$ cat config.mk
export PLATFORM = sky130hd
export DESIGN_NAME = dpram_port_arbiter
export DESIGN_NICKNAME = d
export VERILOG_FILES = /design/src/rtl/dpram_arb_pkg.sv /design/src/rtl/dpram_port_arbiter_rr_pick2.sv /design/src/rtl/dpram_port_arbiter.sv
export SDC_FILE = /design/constraint.sdc
export NUM_CORES = 1
export LEC_CHECK = 0
export ABC_AREA = 1
export CAP_MARGIN = 20
export CORE_MARGIN = 2
export CORE_UTILIZATION = 42
export DETAILED_ROUTE_END_ITERATION = 7
export PLACE_DENSITY = 0.95
export SLEW_MARGIN = 20
export SYNTH_ARGS = -nofsm -noshare
export SYNTH_HDL_FRONTEND = slang
export SYNTH_SLANG_ARGS = --single-unit
export TNS_END_PERCENT = 10
$ cat constraint.sdc
create_clock -name clk -period 4.6 [get_ports clk]
set_input_delay 0.92 -clock clk [delete_from_list [all_inputs] [get_ports clk]]
set_output_delay 0.92 -clock clk [all_outputs]
set_load 0.1 [all_outputs]
$ cat src/rtl/dpram_arb_pkg.sv
// Shared types and constants for the dual-port RAM arbiter.
// Used by dpram_port_arbiter and rr_pick2.
package dpram_arb_pkg;

    localparam int NR_DEF   = 4;
    localparam int IDXW     = $clog2(NR_DEF);
    // Tag index is sized for the largest supported requester count (8).
    localparam int IDX_MAXW = 3;

    typedef enum logic {
        PORT_A = 1'b0,
        PORT_B = 1'b1
    } port_e;

    typedef struct packed {
        logic                vld;
        logic [IDX_MAXW-1:0] idx;
        port_e               port;
    } rd_tag_t;

endpackage

$ cat src/rtl/dpram_port_arbiter_rr_pick2.sv
// Combinational round-robin picker: finds the first two valid requesters
// scanning from ptr upward (mod NR).
module rr_pick2
    import dpram_arb_pkg::*;
#(
    parameter int NR = NR_DEF,
    parameter int IW = IDXW
) (
    input  logic [NR-1:0] vld,
    input  logic [IW-1:0] ptr,
    output logic          w0_vld,
    output logic [IW-1:0] w0_idx,
    output logic          w1_vld,
    output logic [IW-1:0] w1_idx
);

    always_comb begin
        logic [IW-1:0] jj;
        w0_vld = 1'b0;
        w0_idx = '0;
        w1_vld = 1'b0;
        w1_idx = '0;
        jj     = '0;
        for (int k = 0; k < NR; k++) begin
            jj = IW'((int'(ptr) + k) % NR);
            if (vld[jj]) begin
                if (!w0_vld) begin
                    w0_vld = 1'b1;
                    w0_idx = jj;
                end else if (!w1_vld) begin
                    w1_vld = 1'b1;
                    w1_idx = jj;
                end
            end
        end
    end

endmodule

$ cat src/rtl/dpram_port_arbiter.sv
// Round-robin arbiter sharing one dual-port RAM between NR requesters.
// Optional same-address hazard check: define DPRAM_ARB_COLLISION_EN.
module dpram_port_arbiter
    import dpram_arb_pkg::*;
#(
    parameter int WD = 8,
    parameter int AD = 4,
    parameter int NR = NR_DEF
) (
    input  logic             clk,
    input  logic             rst_n,
    input  logic [NR-1:0]    req_vld,
    input  logic [NR-1:0]    req_we,
    input  logic [NR*AD-1:0] req_addr,
    input  logic [NR*WD-1:0] req_wdata,
    output logic [NR-1:0]    req_rdy,
    output logic [NR-1:0]    rsp_vld,
    output logic [NR-1:0]    rsp_port,
    output logic [WD-1:0]    rsp_rdata,
    output logic [WD-1:0]    rsp_rdata_b,
    output logic             ram_cs_n,
    output logic             ram_aw_r_n,
    output logic [AD-1:0]    ram_addr_a,
    output logic [WD-1:0]    ram_din_a,
    output logic             ram_bw_r_n,
    output logic [AD-1:0]    ram_addr_b,
    output logic [WD-1:0]    ram_din_b,
    input  logic [WD-1:0]    ram_dout_a,
    input  logic [WD-1:0]    ram_dout_b
);

    localparam int IW = $clog2(NR);

    logic [NR-1:0] vld_eff;
    logic [IW-1:0] ptr;
    logic [IW-1:0] w0_idx, w1_idx, last_idx, ptr_nxt;
    logic          w0_vld, w1_vld, g0, g1, coll;
    logic [AD-1:0] addr_arr [NR];
    logic [WD-1:0] wd_arr   [NR];
    rd_tag_t       tag_a, tag_b;

    // No grant can be issued while reset is asserted.
    assign vld_eff = rst_n ? req_vld : '0;

    always_comb begin
        for (int i = 0; i < NR; i++) begin
            addr_arr[i] = req_addr[i*AD +: AD];
            wd_arr[i]   = req_wdata[i*WD +: WD];
        end
    end

    rr_pick2 #(.NR(NR), .IW(IW)) u_pick (
        .vld    (vld_eff),
        .ptr    (ptr),
        .w0_vld (w0_vld),
        .w0_idx (w0_idx),
        .w1_vld (w1_vld),
        .w1_idx (w1_idx)
    );

`ifdef DPRAM_ARB_COLLISION_EN
    assign coll = w0_vld && w1_vld && (addr_arr[w0_idx] == addr_arr[w1_idx])
                  && (req_we[w0_idx] || req_we[w1_idx]);
`else
    assign coll = 1'b0;
`endif

    assign g0 = w0_vld;
    assign g1 = w1_vld & ~coll;

    always_comb begin
        req_rdy = '0;
        if (g0) req_rdy[w0_idx] = 1'b1;
        if (g1) req_rdy[w1_idx] = 1'b1;
    end

    // Idle ports present as a read of address 0 with zero write data.
    assign ram_cs_n   = ~(g0 | g1);
    assign ram_aw_r_n = g0 & req_we[w0_idx];
    assign ram_addr_a = g0 ? addr_arr[w0_idx] : '0;
    assign ram_din_a  = ram_aw_r_n ? wd_arr[w0_idx] : '0;
    assign ram_bw_r_n = g1 & req_we[w1_idx];
    assign ram_addr_b = g1 ? addr_arr[w1_idx] : '0;
    assign ram_din_b  = ram_bw_r_n ? wd_arr[w1_idx] : '0;

    assign last_idx = g1 ? w1_idx : w0_idx;
    assign ptr_nxt  = (last_idx == IW'(NR-1)) ? '0 : last_idx + 1'b1;

    always_ff @(posedge clk or negedge rst_n) begin
        if (!rst_n) begin
            ptr   <= '0;
            tag_a <= '0;
            tag_b <= '0;
        end else begin
            if (g0) ptr <= ptr_nxt;
            tag_a <= '{vld: g0 & ~req_we[w0_idx], idx: IDX_MAXW'(w0_idx), port: PORT_A};
            tag_b <= '{vld: g1 & ~req_we[w1_idx], idx: IDX_MAXW'(w1_idx), port: PORT_B};
        end
    end

    always_comb begin
        rsp_vld  = '0;
        rsp_port = '0;
        for (int i = 0; i < NR; i++) begin
            if (tag_a.vld && tag_a.idx == IDX_MAXW'(i)) begin
                rsp_vld[i]  = 1'b1;
                rsp_port[i] = (tag_a.port == PORT_B);
            end
            if (tag_b.vld && tag_b.idx == IDX_MAXW'(i)) begin
                rsp_vld[i]  = 1'b1;
                rsp_port[i] = (tag_b.port == PORT_B);
            end
        end
    end

    assign rsp_rdata   = tag_a.vld ? ram_dout_a : '0;
    assign rsp_rdata_b = tag_b.vld ? ram_dout_b : '0;

endmodule

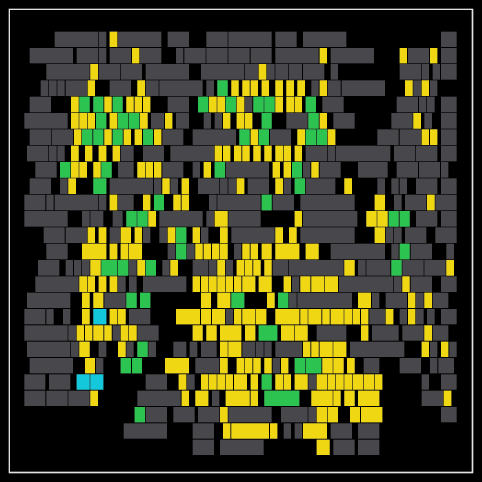
Figure 1: run 1, gate families picked out.
Scale: 6 px per um.
Key: inverting AOI/OAI gates = green [cells 54, most used o21ai_0]; AND and OR gates = cyan [cells 3, most used or2_0]; NAND gates = yellow [cells 240, most used nand2_1]

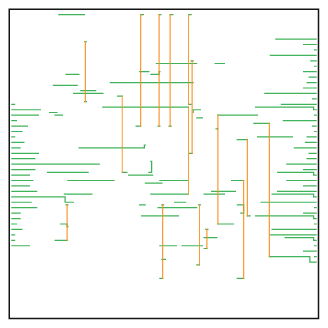
Figure 2: run 1, routed metal, one color a layer.
Scale: 4 px per um. Only two layers are drawn.
Key: met3 = green [wire length 637 um]; met4 = orange [wire length 336 um]
gr usage total: 0.2681
wire per inst: 12.79 um
via count: 3,182

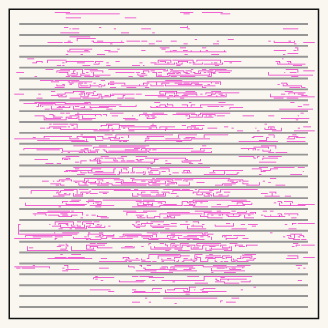
Figure 3: run 1, the metal 1 layer.
Scale: 4 px per um. Supply wires on this layer in gray.
The layer holds 37% of the routed length. 552 nets have wire on it.

==> impl_metrics.env, run 1 <==
# implementation run metrics
export IMPL_outcome="finished, final reports clean"
export IMPL_hpwl_um=6617
export IMPL_hold_class="flip-flop to flip-flop"
export IMPL_antenna_found_initial=0
export IMPL_yosysTopAreaCellShare=0.2988
export IMPL_cp_max_fo=33
export IMPL_yosysUniqueCellTypes=33
export IMPL_cp_slowest_stage_delay_ns=0.53
export IMPL_core_area_um2=5107
export IMPL_place_ws_ns=0.07266
export IMPL_overflow=0
export IMPL_ff2ff_setup_slack_ns=1.94
export IMPL_ys_cells=434
export IMPL_yosys_top_cells_area="nand2_1 (30%), dfrtp_1 (10%), o21ai_0 (10%)"
export IMPL_r2r_start="ptr[0]"
export IMPL_finalSetupViolCount=0
export IMPL_clock_tree_root_cell="clkbuf_8"
export IMPL_ant_nets=0
export IMPL_start_kind="primary input"
export IMPL_htreeDepth=1
export IMPL_grt_max_degree=35
export IMPL_drtPass1Iterations=5
export IMPL_edf_count=0
export IMPL_synthFlopType="dfrtp_1"
export IMPL_relSlewSlack=0.3478
export IMPL_worst_pin_slew_ns=0.9752
export IMPL_grt_pass1_vias=3108
export IMPL_critPathArrivalTime_ns=3.51
export IMPL_io_pins=129
export IMPL_holdBufCountCts=0
export IMPL_setup_ws_ns=0.1692
export IMPL_yosysTopAreaCell="nand2_1"
export IMPL_crit_family="simple AND/OR/NAND/NOR gates"
export IMPL_clockBufferDepth=2
export IMPL_port_buffers=128
export IMPL_synth_seq_share=0.1007
export IMPL_crit_path_end_kind="output port"
export IMPL_r2r_end="ptr[1]"
-- run 1: per-layer routing --
layer	up-vias	GRT usage	routed length (um)	share of wire
met5	-	0	0	0
met2	179	0.5061	4118	0.51
met4	0	0.1400	335	0.042
li1	1571	-	-	-
met1	1399	0.2812	2941	0.37
met3	33	0.04471	637	0.079
-- run 1: cell usage in the layout (no fill, tap or decap), drive strengths merged --
cell type	n
clkdlybuf4s50	80
inv	64
ha	2
dfrtp	9
conb	1
nor2	39
a21boi	1
clkbuf	4
o22ai	2
nand4	2
nand2	205
buf	56
clkinv	1
a21oi	2
dlymetal6s2s	1
nor3	4
nand3	33
or2	3
o21ai	48
o211ai	1
-- run 1: worst register-to-register path: cells and delay by family (launching register included) --
family                 cells  cell delay (ns)
DFF                        1             0.68
and+or+nand+nor           14             1.41
buffers and inverters      2             0.44
-- run 1: flip-flops by register name, summed over array words and instances (netlist names) --
| signal | flops |
|---|---|
| ptr | 2 |
| tag_a | 3 |
| tag_b | 4 |
-- run 1: cells by family (layout without fill, tap and decap cells) --
kind of cell | count (synthesis) | after routing | synth area share
buffers and inverters | 82 | 206 | 0.1684
AOI/OAI and AO/OA | 54 | 54 | 0.1309
other | 1 | 1 | 0.001677
DFF | 9 | 9 | 0.1007
and+or+nand+nor | 286 | 286 | 0.5870
adders and majority gates | 2 | 2 | 0.01119
-- run 1: worst min path at each step --
stage | depth (start not counted) | slack, ns | startpoint | end
finish | 2 | 0.66 | ptr[1] | ptr[1]
CTS | 2 | 0.66 | ptr[1] | ptr[1]
global placement | 2 | 0.63 | ptr[1] | ptr[1]
detailed placement | 2 | 0.66 | ptr[1] | ptr[1]
global route | 2 | 0.69 | ptr[1] | ptr[1]
floorplan | 2 | 0.58 | ptr[1] | ptr[1]
-- run 1: per-stage QoR --
stage	setup TNS [ns]	cells	util	instance area (um^2)
2_1_floorplan	-1.457	434	-	2243
3_3_place_gp	0	624	0.7499	3830
3_5_place_dp	0	624	0.7499	3830
4_1_cts	0	628	0.7587	3875
5_1_grt	0	628	0.7607	3885
6_report	0	628	0.7607	3885
-- run 1: layout make-up --
cell class | count | area (um^2)
multi-input combinational | 343 | 1642
timing repair buffer | 137 | 1642
fill | 381 | 1222
inverter | 65 | 244.0
sequential | 9 | 225.2
tap | 70 | 87.58
clock buffer | 4 | 45.04
-- run 1: repair_timing --
item / CTS / global route
setup buffers: 0 / 0
resized: 0 / 3
endpoints found under the setup margin: 0 / 21
==> run 2, diff against run 1 <==
SLEW_MARGIN = not set   (was 20)
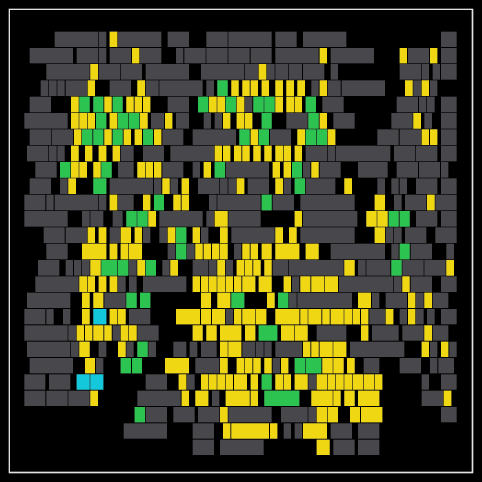
Figure 4: run 2, gate families picked out.
Scale: 6 px per um.
Commonest Layout Cell: nand2_1
Comb/total area: 0.4225
fin cells: 628

==> impl_metrics.env, run 2 <==
# implementation run metrics
export IMPL_outcome="finished, final reports clean"
export IMPL_yosys_area_share_aoi=0.1309
export IMPL_simple_gate_area_frac=0.5870
export IMPL_setup_ws_ns=0.1692
export IMPL_regMostFlops="tag_b"
export IMPL_hold_class="flip-flop to flip-flop"
export IMPL_critPathArrivalTime_ns=3.51
export IMPL_htreeDepth=1
export IMPL_crit_path_end_kind="output port"
export IMPL_hold_depth=2
export IMPL_xor_area_frac=0
export IMPL_hold_start="ptr[1]"
export IMPL_synthFlopType="dfrtp_1"
export IMPL_overflow=0
export IMPL_diodes=0
export IMPL_yosysTopAreaCell="nand2_1"
export IMPL_logic_family="simple AND/OR/NAND/NOR gates"
export IMPL_cts_resized=0
export IMPL_finalSetupViolCount=0
export IMPL_start_kind="primary input"
export IMPL_wire_per_inst_um=12.79
export IMPL_ant_nets=0
export IMPL_async_reset_ff_frac=1.000
export IMPL_antenna_found_initial=0
export IMPL_crit_buf_inv=4
export IMPL_cp_max_fo=33
export IMPL_worst_pin_slew_ns=0.9752
export IMPL_post_cts_buffers=0
export IMPL_r2r_end="ptr[1]"
export IMPL_io_pins=129
export IMPL_yosysUniqueCellTypes=33
export IMPL_drt_iter0_drc=194
export IMPL_hpwl_um=6617
export IMPL_r2r_start="ptr[0]"
export IMPL_grt_max_degree=35
export IMPL_worstSetupPathType="primary input to output port"
export IMPL_syn_inst=434
export IMPL_whs_endpoint="ptr[1]"
export IMPL_ys_sh_adder=0.01119
export IMPL_crit_family="simple AND/OR/NAND/NOR gates"
export IMPL_final_cell_mix="nand2_1 (178), clkdlybuf4s50_1 (80), inv_1 (52)"
export IMPL_synthMuxAreaShare=0
export IMPL_yosys_top_cells_area="nand2_1 (30%), dfrtp_1 (10%), o21ai_0 (10%)"
export IMPL_holdBufCountCts=0
export IMPL_relSlewSlack=0.3478
export IMPL_synth_seq_share=0.1007
export IMPL_grt_pass1_vias=3108
export IMPL_placementRows=26
export IMPL_largest_register_ffs=4
-- run 2: metal layers --
metal	routed length, um	vias up	global-route usage
met5	0	-	0
met4	335	0	0.1400
met3	637	33	0.04471
met2	4118	179	0.5061
met1	2941	1399	0.2812
li1	-	1571	-
-- run 2: area by class of cell --
class / instances / area (um^2)
fill: 381 / 1222
tap: 70 / 87.58
multi-input combinational: 343 / 1642
timing repair buffer: 137 / 1642
inverter: 65 / 244.0
clock buffer: 4 / 45.04
sequential: 9 / 225.2
-- run 2: metrics by stage --
stage / setup TNS [ns] / hold WS [ns] / util / instances
finish: 0 / 0.6642 / 0.7607 / 628
global placement: 0 / 0.6347 / 0.7499 / 624
CTS: 0 / 0.6650 / 0.7587 / 628
global route: 0 / 0.6943 / 0.7607 / 628
floorplan: -1.457 / 0.5841 / - / 434
detailed placement: 0 / 0.6575 / 0.7499 / 624
-- run 2: worst min-delay path: cells and delay by family, from the launching register on --
kind | cells | cell delay, ns
flip-flops | 1 | 0.47
AND/OR/NAND/NOR | 2 | 0.16
-- run 2: kinds of logic after synthesis --
logic type | Yosys count
AND-OR/OR-AND | 54
adder cells (fa/ha/maj) | 2
buffers and inverters | 82
flip-flops | 9
other | 1
AND/OR/NAND/NOR | 286
-- run 2: worst max-delay path by stage --
stage | from | to | slack, ns
floorplan | rst_n | ram_addr_a[1] | -0.72
global placement | rst_n | ram_din_a[4] | 0.24
detailed placement | rst_n | ram_din_a[7] | 0.07
CTS | rst_n | ram_din_a[7] | 0.02
global route | req_vld[1] | ram_din_a[7] | 0.01
finish | req_vld[1] | ram_din_a[7] | 0.17
